**src/rtl/btn_pkg.sv**
```systemverilog
// Shared types and constants for the push-button encoder.
package btn_pkg;

  typedef enum logic {IDLE = 1'b0, HELD = 1'b1} state_t;

  localparam int         DEBOUNCE_DEFAULT = 50000;
  localparam logic [3:0] BTN_RELEASED     = 4'b1111;

  // Lowest pressed (low) index wins.
  function automatic logic [1:0] btn_encode(input logic [3:0] v);
    logic [1:0] idx;
    idx = 2'd0;
    casez (v)
      4'b???0: idx = 2'd0;
      4'b??01: idx = 2'd1;
      4'b?011: idx = 2'd2;
      4'b0111: idx = 2'd3;
      default: idx = 2'd0;
    endcase
    return idx;
  endfunction

  // More than one pressed bit: clearing the lowest set bit of ~v leaves something.
  function automatic logic btn_multi(input logic [3:0] v);
    logic [3:0] p;
    p = ~v;
    return (p & (p - 4'd1)) != 4'd0;
  endfunction

endpackage

```
**src/rtl/btn_debounce.sv**
```systemverilog
// 2-flop synchronizer followed by a whole-vector stability counter.
module btn_debounce
  import btn_pkg::*;
#(
  parameter int DEBOUNCE_CYCLES = DEBOUNCE_DEFAULT
) (
  input  logic       clk,
  input  logic       rst_n,
  input  logic [3:0] din,
  output logic [3:0] dout
);

  localparam int            CW   = $clog2(DEBOUNCE_CYCLES);
  localparam logic [CW-1:0] CMAX = CW'(DEBOUNCE_CYCLES - 1);

  logic [3:0]    meta, sync, cand;
  logic [CW-1:0] cnt;

  always_ff @(posedge clk or negedge rst_n) begin
    if (!rst_n) begin
      meta <= BTN_RELEASED;
      sync <= BTN_RELEASED;
      cand <= BTN_RELEASED;
      dout <= BTN_RELEASED;
      cnt  <= '0;
    end else begin
      meta <= din;
      sync <= meta;
      // Any change restarts the window; only a full quiet window promotes cand.
      if (sync != cand) begin
        cand <= sync;
        cnt  <= '0;
      end else if (cnt == CMAX) begin
        dout <= cand;
      end else begin
        cnt <= cnt + 1'b1;
      end
    end
  end

endmodule

```
**src/rtl/btn_encoder.sv**
```systemverilog
// Debounced 4-button priority encoder with one-shot press pulse.
module btn_encoder
  import btn_pkg::*;
#(
  parameter int DEBOUNCE_CYCLES = DEBOUNCE_DEFAULT
) (
  input  logic       clk,
  input  logic       rst_n,
  input  logic [3:0] btn_n,
  output logic [1:0] code,
  output logic       valid,
  output logic       pressed,
  output logic       multi
);

  logic [3:0] deb;
  state_t     state;

  btn_debounce #(.DEBOUNCE_CYCLES(DEBOUNCE_CYCLES)) u_deb (
    .clk  (clk),
    .rst_n(rst_n),
    .din  (btn_n),
    .dout (deb)
  );

  always_ff @(posedge clk or negedge rst_n) begin
    if (!rst_n) begin
      state <= IDLE;
      code  <= 2'd0;
      valid <= 1'b0;
      multi <= 1'b0;
    end else begin
      valid <= 1'b0;
      multi <= btn_multi(deb);
      case (state)
        IDLE: if (deb != BTN_RELEASED) begin
          state <= HELD;
          code  <= btn_encode(deb);
          valid <= 1'b1;
        end
        // Extra presses or partial releases are ignored until all-up.
        HELD: if (deb == BTN_RELEASED) state <= IDLE;
        default: state <= IDLE;
      endcase
    end
  end

  assign pressed = (state == HELD);

endmodule

```
**config.mk**
```make
export PLATFORM = sky130hd
export DESIGN_NAME = btn_encoder
export DESIGN_NICKNAME = d
export VERILOG_FILES = /design/src/rtl/btn_pkg.sv /design/src/rtl/btn_debounce.sv /design/src/rtl/btn_encoder.sv
export SDC_FILE = /design/constraint.sdc
export NUM_CORES = 1
export LEC_CHECK = 0
export ABC_AREA = 1
export CELL_PAD_IN_SITES_DETAIL_PLACEMENT = 1
export CELL_PAD_IN_SITES_GLOBAL_PLACEMENT = 1
export CORE_MARGIN = 2
export CORE_UTILIZATION = 43
export DETAILED_ROUTE_END_ITERATION = 6
export PLACE_DENSITY = 0.81
export SYNTH_ARGS = -nofsm -noshare
export SYNTH_HDL_FRONTEND = slang
export SYNTH_HIERARCHICAL = 1
export SYNTH_SLANG_ARGS = --single-unit
export TNS_END_PERCENT = 50
```
**constraint.sdc**
```tcl
create_clock -name clk -period 1.7 [get_ports clk]
set_input_delay 0.34 -clock clk [delete_from_list [all_inputs] [get_ports clk]]
set_output_delay 0.34 -clock clk [all_outputs]
set_load 0.01 [all_outputs]
```
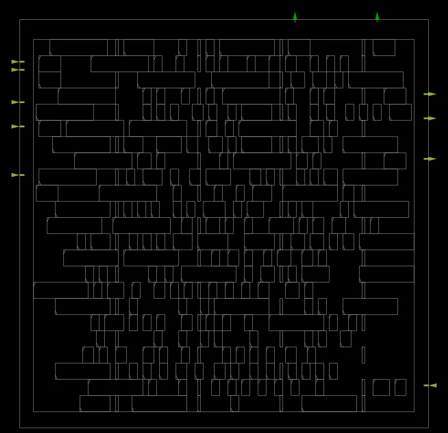
*Cell placement, run 1*
Filler Cells Inserted: 512
Tap Count: 50
sequential cell area share: 0.462

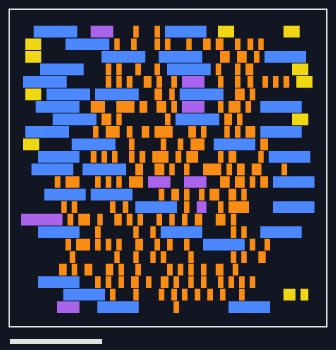
*Placed cells, one colour a class, run 1*
Bar = 20 um.
colour	class	cells	share of their area
orange	remaining logic cells	182	41%
yellow	remaining buffers and delay cells	11	5.2%
blue	registers	37	48%
purple	clock drivers and dummy loads	8	5.7%
core region area: 0.00400 mm2
Util after Layout: 0.512
Core Rows: 23
post-route cell area: 0.00205 mm2

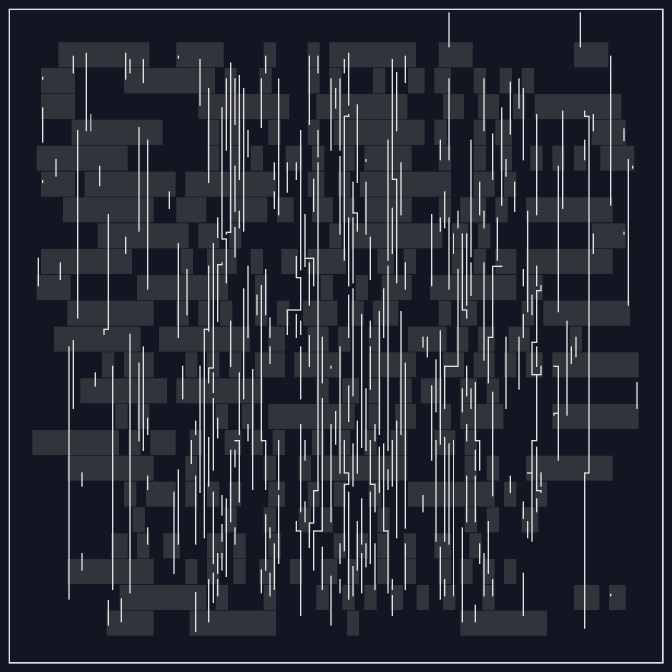
*Metal 2, run 1*
Cells faint in the background.
longest straight run	37.6 um
wire length on this layer	1760 um
vias: 1390
M2 GR Usage: 0.293
final wirelength: 3720 um

==> reports/metrics.yaml, run 1 <==
hold_buffers: 0
cts_num_sinks: 37
ys_sh_aoi: 0.0313
max_freq_mhz: 629
cp-end-kind: "output pin"
worst-path-buf-inv: 1
synthTopCellsByArea: "dfrtp_1 29%, dfstp_2 23%, nand2_1 14%, nor2_1 7.7%, inv_1 5.2%"
adder_share: 0.00696
cts-resized-gates: 0
warning_count: 26
fp_util: 0.449
cp_top_family: "buffers and inverters"
synthSimpleGateAreaFrac: 0.339
ys_seq_elements: 37
slowest_delay_ns: 0.55
crit_path_end: "pressed"
synth_top_cell_by_area: "dfrtp_1"
area_growth_pct: 14.1
mux_share: 0
tightest_slew_ns: 0.450
period_used_share: 0.935
total_power_mw: 1.71
synth.net_count: 231
ys_cells: 224
rsz0062_at_grt: "no"
setup_tns_ns: 0
yosys_area_mm2: 0.00180
yosysUniqueCellTypes: 24
post_drt_wl_per_cell_um: 12.9
grt_max_degree: 38
antenna-diode-count: 0
hold_viol: 0
crit_chain: "clkdlybuf4s50_1"
ys_sh_xor: 0.0292
critPathRequiredTime_ns: 1.36
synth_top_area_share: 0.292
logic_family: "simple AND/OR/NAND/NOR gates"
synth_area_per_cell_um2: 8.02
final_antenna_net_count: 0
antenna_found_initial: 0
grt_pass1_vias: 1331
setup_viol: 0
gp_congestion: 0.819
vdd_ir_drop_max_mv: 0.545
fin_nets: 244
path_clk_slew_ns: 0.08
cp_data_arrival_time_ns: 1.25
min_path_type: "input pin to asynchronous set/reset pin"
io_pins: 11
port-buffer-count: 10
yosysWarnings: 6
status: "finished, final reports clean"
root_buffer: "clkbuf_8"
cts_buffers: 5
reg2reg_depth: 6
globalRouteTotalUtil: 0.196
clock_skew_ns: 0.00678
slew_viol_final: 0
r2r_slack_ns: 0.24
syn-cell-area_mm2: 0.00180
clk_latency_ns: 0.30
critPathMaxFanout: 4
p_per_area_mw_per_mm2: 835
dp_hpwl_um: 2800
cts_setup_buffers: 0
dr.pass1.iters: 4
grt_pass1_wl_um: 6520
gr-total-overflow: 0
start_kind: "flop"
crit_type: "flop to output pin"
post-route-min-period_ns: 1.59
seq_area_um2: 946
layout-drive-gt1-share: 0.168
clockBufferDepth: 2
r2r_start: "u_deb/sync[1]$_DFF_PN1_"
maxCapViolCount: 0
logic_area_um2: 731
cp.depth: 1
die_w_um: 68.6
lay_top_cells: "68 x nand2_1, 37 x nor2_1, 25 x inv_1"
slew_headroom: 0.700
tritoncts: "yes"
r2r-end: "u_deb/cnt[3]$_DFFE_PN0P_"
synth_seq_share: 0.526
-- run 1: state kept, by name (all words and copies together) (netlist names) --
signal      cells
u_deb/cnt      16
multi           1
u_deb/sync      4
u_deb/dout      4
code            2
valid           1
u_deb/meta      4
u_deb/cand      4
pressed         1
-- run 1: cell usage after synthesis --
cell type	number
nor2_2	3
nand3_2	1
or2_2	2
nand4_1	1
nand2_2	5
nor3b_1	1
xor2_1	4
dfrtp_1	21
clkbuf_1	4
inv_1	25
xnor2_1	2
dfstp_2	16
a21oi_1	2
o21a_1	1
nor2_1	37
nor2_4	3
o21bai_1	1
nand3_1	16
a31oi_1	1
nor3_1	3
o21ai_0	5
nand2_1	68
ha_1	1
buf_6	1
-- run 1: per-layer routing --
| layer | routed length, um | vias to the layer above | GRT usage |
|---|---|---|---|
| li1 | - | 707 | - |
| met3 | 106 | 7 | 0.0536 |
| met1 | 1780 | 663 | 0.262 |
| met5 | 0 | - | 0 |
| met2 | 1760 | 13 | 0.293 |
| met4 | 80 | 0 | 0.0900 |
-- run 1: worst min-delay path by stage --
| stage | from | endpoint | slack [ns] | depth (start not counted) |
|---|---|---|---|---|
| floorplan | rst_n | code[0]$_DFFE_PN0P_ | 0.04 | 0 |
| global placement | u_deb/meta[0]$_DFF_PN1_ | u_deb/sync[0]$_DFF_PN1_ | 0.35 | 0 |
| detailed placement | u_deb/meta[0]$_DFF_PN1_ | u_deb/sync[0]$_DFF_PN1_ | 0.35 | 0 |
| CTS | rst_n | u_deb/cnt[12]$_DFFE_PN0P_ | 0.09 | 2 |
| global route | rst_n | u_deb/cnt[12]$_DFFE_PN0P_ | 0.11 | 2 |
| finish | rst_n | u_deb/cnt[12]$_DFFE_PN0P_ | 0.07 | 2 |
-- run 1: report_power, final --
group          internal (mW)  switching [mW]  leakage (nW)
clock network          0.419           0.319        0.0599
logic                 0.0197          0.0363         0.402
registers              0.908         0.00937         0.450
-- run 1: kinds of logic after synthesis --
| group | count (synthesis) |
|---|---|
| AOI/OAI and AO/OA | 10 |
| xor gates and xnor gates | 6 |
| adders and majority gates | 1 |
| buffers and inverters | 30 |
| DFF | 37 |
| and+or+nand+nor | 140 |
-- run 1: cell type report --
| class | count | area share |
|---|---|---|
| multi-input cells | 157 | 0.357 |
| clock buffers | 7 | 0.0525 |
| inverters | 25 | 0.0458 |
| repair buffers | 11 | 0.0501 |
| flip-flops and latches | 37 | 0.462 |
| well taps | 50 | 0.0305 |
| clock inverters | 1 | 0.00305 |
-- run 1: metrics by stage --
step | instance area [um2] | cells | hold slack (ns) | worst slack, ns
2_1_floorplan | 1800 | 224 | 0.0444 | 0.448
3_3_place_gp | 1940 | 280 | 0.347 | 0.270
3_5_place_dp | 1940 | 280 | 0.347 | 0.206
4_1_cts | 2050 | 288 | 0.0865 | 0.0823
5_1_grt | 2050 | 288 | 0.113 | 0.0386
6_report | 2050 | 288 | 0.0705 | 0.111
==> run 1 -> run 2 <==
--- a/config.mk
+++ b/config.mk
@@ -6,12 +6,14 @@
 export NUM_CORES = 1
 export LEC_CHECK = 0
 export ABC_AREA = 1
+export CAP_MARGIN = 20
 export CELL_PAD_IN_SITES_DETAIL_PLACEMENT = 1
 export CELL_PAD_IN_SITES_GLOBAL_PLACEMENT = 1
 export CORE_MARGIN = 2
 export CORE_UTILIZATION = 43
 export DETAILED_ROUTE_END_ITERATION = 6
 export PLACE_DENSITY = 0.81
+export REMOVE_ABC_BUFFERS = 1
 export SYNTH_ARGS = -nofsm -noshare
 export SYNTH_HDL_FRONTEND = slang
 export SYNTH_HIERARCHICAL = 1
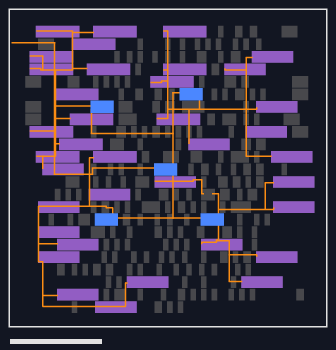
*Clock network drawn from the DEF, run 2*
Bar = 20 um.
[orange] clock wires | length: 468 um
[purple] flip-flops | count: 37
[blue] clock-net drivers | count: 5
flops lie	widely spread

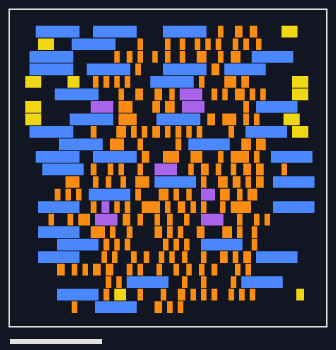
*Placed cells, one colour a class, run 2*
Bar = 20 um.
colour	class	cells	share of their area
purple	clock drivers and dummy loads	8	4.9%
orange	remaining logic cells	182	42%
yellow	remaining buffers and delay cells	12	5.6%
blue	registers	37	48%

==> reports/metrics.yaml, run 2 <==
synth-main-ff-cell: "dfrtp_1"
synthTopCellsByArea: "dfrtp_1 29%, dfstp_2 23%, nand2_1 14%, nor2_1 7.7%, inv_1 5.2%"
async_flop_share: 1.00  # unchanged
max_freq_mhz: 625  # -0.73%
layout-drive-gt1-share: 0.172  # +0.00348
synth_top_area_share: 0.292  # unchanged
largest_reg_flops: 16  # unchanged
wl_um: 3710  # -0.46%
final_antenna_net_count: 0  # unchanged
synth_top_cell_by_area: "dfrtp_1"
tightest_slew_ns: 0.467  # +0.0176 ns
setup_tns_ns: 0  # unchanged
grt_pass1_vias: 1397  # +5.0%
drt-vias-per-instance: 4.87
rows: 23  # unchanged
r2r_slack_ns: 0.17  # -0.07 ns
cts-resized-gates: 0  # unchanged
min_path_type: "input pin to asynchronous set/reset pin"
vdd_ir_drop_max_mv: 0.476  # -13%
antenna-diode-count: 0  # unchanged
rsz0062_at_grt: "no"
hold_viol: 9  # +9
hold_buffers: 0  # unchanged
cp_top_family: "buffers and inverters"
maxCapViolCount: 0  # unchanged
ys_seq_elements: 37  # unchanged
critPathMaxFanout: 4  # unchanged
top_cells_by_count: "68 x nand2_1, 37 x nor2_1, 25 x inv_1, 21 x dfrtp_1"
dp_hpwl_um: 2840  # +1.2%
syn-cell-area_mm2: 0.00180  # unchanged
crit_chain: "clkdlybuf4s50_1"
busiest_layer: "met2"
clock_skew_ns: 0.00465  # -0.00213 ns
cts_num_sinks: 37  # unchanged
cp.depth: 1  # unchanged
port-buffer-count: 10  # unchanged
dr.pass1.iters: 4  # unchanged
clk_latency_ns: 0.29  # about the same
r2r_start: "u_deb/sync[1]$_DFF_PN1_"
status: "complete, but fails checks"
cts_setup_buffers: 0  # unchanged
die_w_um: 68.6  # unchanged
grt_max_degree: 21  # -45%
root_buffer: "clkbuf_8"
yosysWarnings: 6  # unchanged
critPathRequiredTime_ns: 1.36  # about the same
slowest_delay_ns: 0.56  # about the same
synth_dominant_cell_count: "nand2_1"
clockBufferDepth: 2  # unchanged
path_clk_slew_ns: 0.08  # about the same
tritoncts: "yes"
period_used_share: 0.942  # +0.00688
edf_count: 0  # unchanged
warning_count: 25  # -3.8%
grt_pass1_wl_um: 6250  # -4.1%
violations: "negative hold slack"
slew_viol_final: 0  # unchanged
ys_cells: 224  # unchanged
gp_congestion: 0.790  # -3.6%
fin_util: 0.510  # -0.00250
cp_data_arrival_time_ns: 1.26  # about the same
grt_use_met3: 0.0536  # unchanged
whs_ns: -0.00255  # -0.0731 ns
gr-total-overflow: 0  # unchanged
r2r-end: "u_deb/cnt[2]$_DFFE_PN0P_"
crit_type: "flop to output pin"
worst-path-buf-inv: 1  # unchanged
slew_headroom: 0.688  # -0.0118
fp_util: 0.449  # unchanged
post-route-min-period_ns: 1.60  # +0.0117 ns
grt_util_met1: 0.230  # -0.0317
cp-end-kind: "output pin"
p_per_area_mw_per_mm2: 792  # -5.2%
antenna_found_initial: 0  # unchanged
globalRouteTotalUtil: 0.185  # -0.0109
vias: 1408  # +1.3%
fin_nets: 245  # +0.41%
yosysUniqueCellTypes: 24  # unchanged
synth_seq_share: 0.526  # unchanged
post_drt_wl_per_cell_um: 12.8  # -0.80%
lay_top_cells: "68 x nand2_1, 37 x nor2_1, 25 x inv_1"
io_pins: 11  # unchanged
cts_buffers: 5  # unchanged
use_met2: 0.306  # +0.0132
## run 2: netlist changes by cell type in the layout (fill, tap and decap cells not counted), sizes merged
cell / change
inv: -1
clkbuf: -1
clkinv: +2
buf: +1
## run 2: metrics by stage
stage / cells / setup slack [ns] / hold slack, ns / cell area [um2]
floorplan: 219 / 0.440 / 0.0444 / 1770
global placement: 281 / 0.242 / 0.332 / 1940
detailed placement: 281 / 0.165 / 0.330 / 1940
CTS: 289 / 0.0824 / 0.0153 / 2040
global route: 289 / 0.0371 / 0.0164 / 2040
finish: 289 / 0.0994 / -0.00255 / 2040
## run 2: worst max path at each step
| stage | startpoint | end | slack (ns) |
|---|---|---|---|
| 2_1_floorplan | u_deb/cand[3]$_DFFE_PN1N_ | u_deb/cnt[13]$_DFFE_PN0P_ | 0.44 |
| 3_3_place_gp | u_deb/cand[1]$_DFFE_PN1N_ | u_deb/cnt[3]$_DFFE_PN0P_ | 0.24 |
| 3_5_place_dp | u_deb/sync[1]$_DFF_PN1_ | u_deb/cnt[2]$_DFFE_PN0P_ | 0.17 |
| 4_1_cts | pressed$_DFF_PN0_ | pressed | 0.08 |
| 5_1_grt | pressed$_DFF_PN0_ | pressed | 0.04 |
| 6_report | pressed$_DFF_PN0_ | pressed | 0.1 |
## run 2: logic make-up (layout without fill, tap and decap cells)
| family | after synthesis | count (layout) | share of synthesized area |
|---|---|---|---|
| adder cells (fa/ha/maj) | 1 | 1 | 0.00696 |
| AND-OR/OR-AND | 10 | 10 | 0.0313 |
| flip-flops | 37 | 37 | 0.526 |
| AND/OR/NAND/NOR | 140 | 140 | 0.339 |
| buffers and inverters | 30 | 45 | 0.0668 |
| XOR/XNOR | 6 | 6 | 0.0292 |
## run 2: layout make-up
class	count	area [um2]
fill	500	1960
sequential	37	946
multi-input combinational	157	731
timing repair buffer	12	110
inverter	25	93.8
clock buffer	6	82.6
tap	50	62.6
clock inverter	2	13.8
## run 2: report_power, final
| part | switching (mW) | total (mW) | internal (mW) |
|---|---|---|---|
| clock network | 0.311 | 0.639 | 0.328 |
| registers | 0.00939 | 0.917 | 0.908 |
| logic | 0.0376 | 0.0588 | 0.0212 |
## run 2: worst reg2reg max path: stages (launching register included)
cell     delay (ns)
dfstp_2        0.55
nand2_1        0.05
nand2_1        0.09
nand2_1        0.10
nor2_4         0.36
nand3_1        0.20
nand2_1        0.12
## run 2: layer usage
layer	routed length (um)	vias up	part of all wire
met5	0	-	0
li1	-	710	-
met3	118	6	0.032
met2	1770	16	0.48
met4	55	0	0.015
met1	1770	676	0.48
Power is estimated from default activity; no workload was simulated.
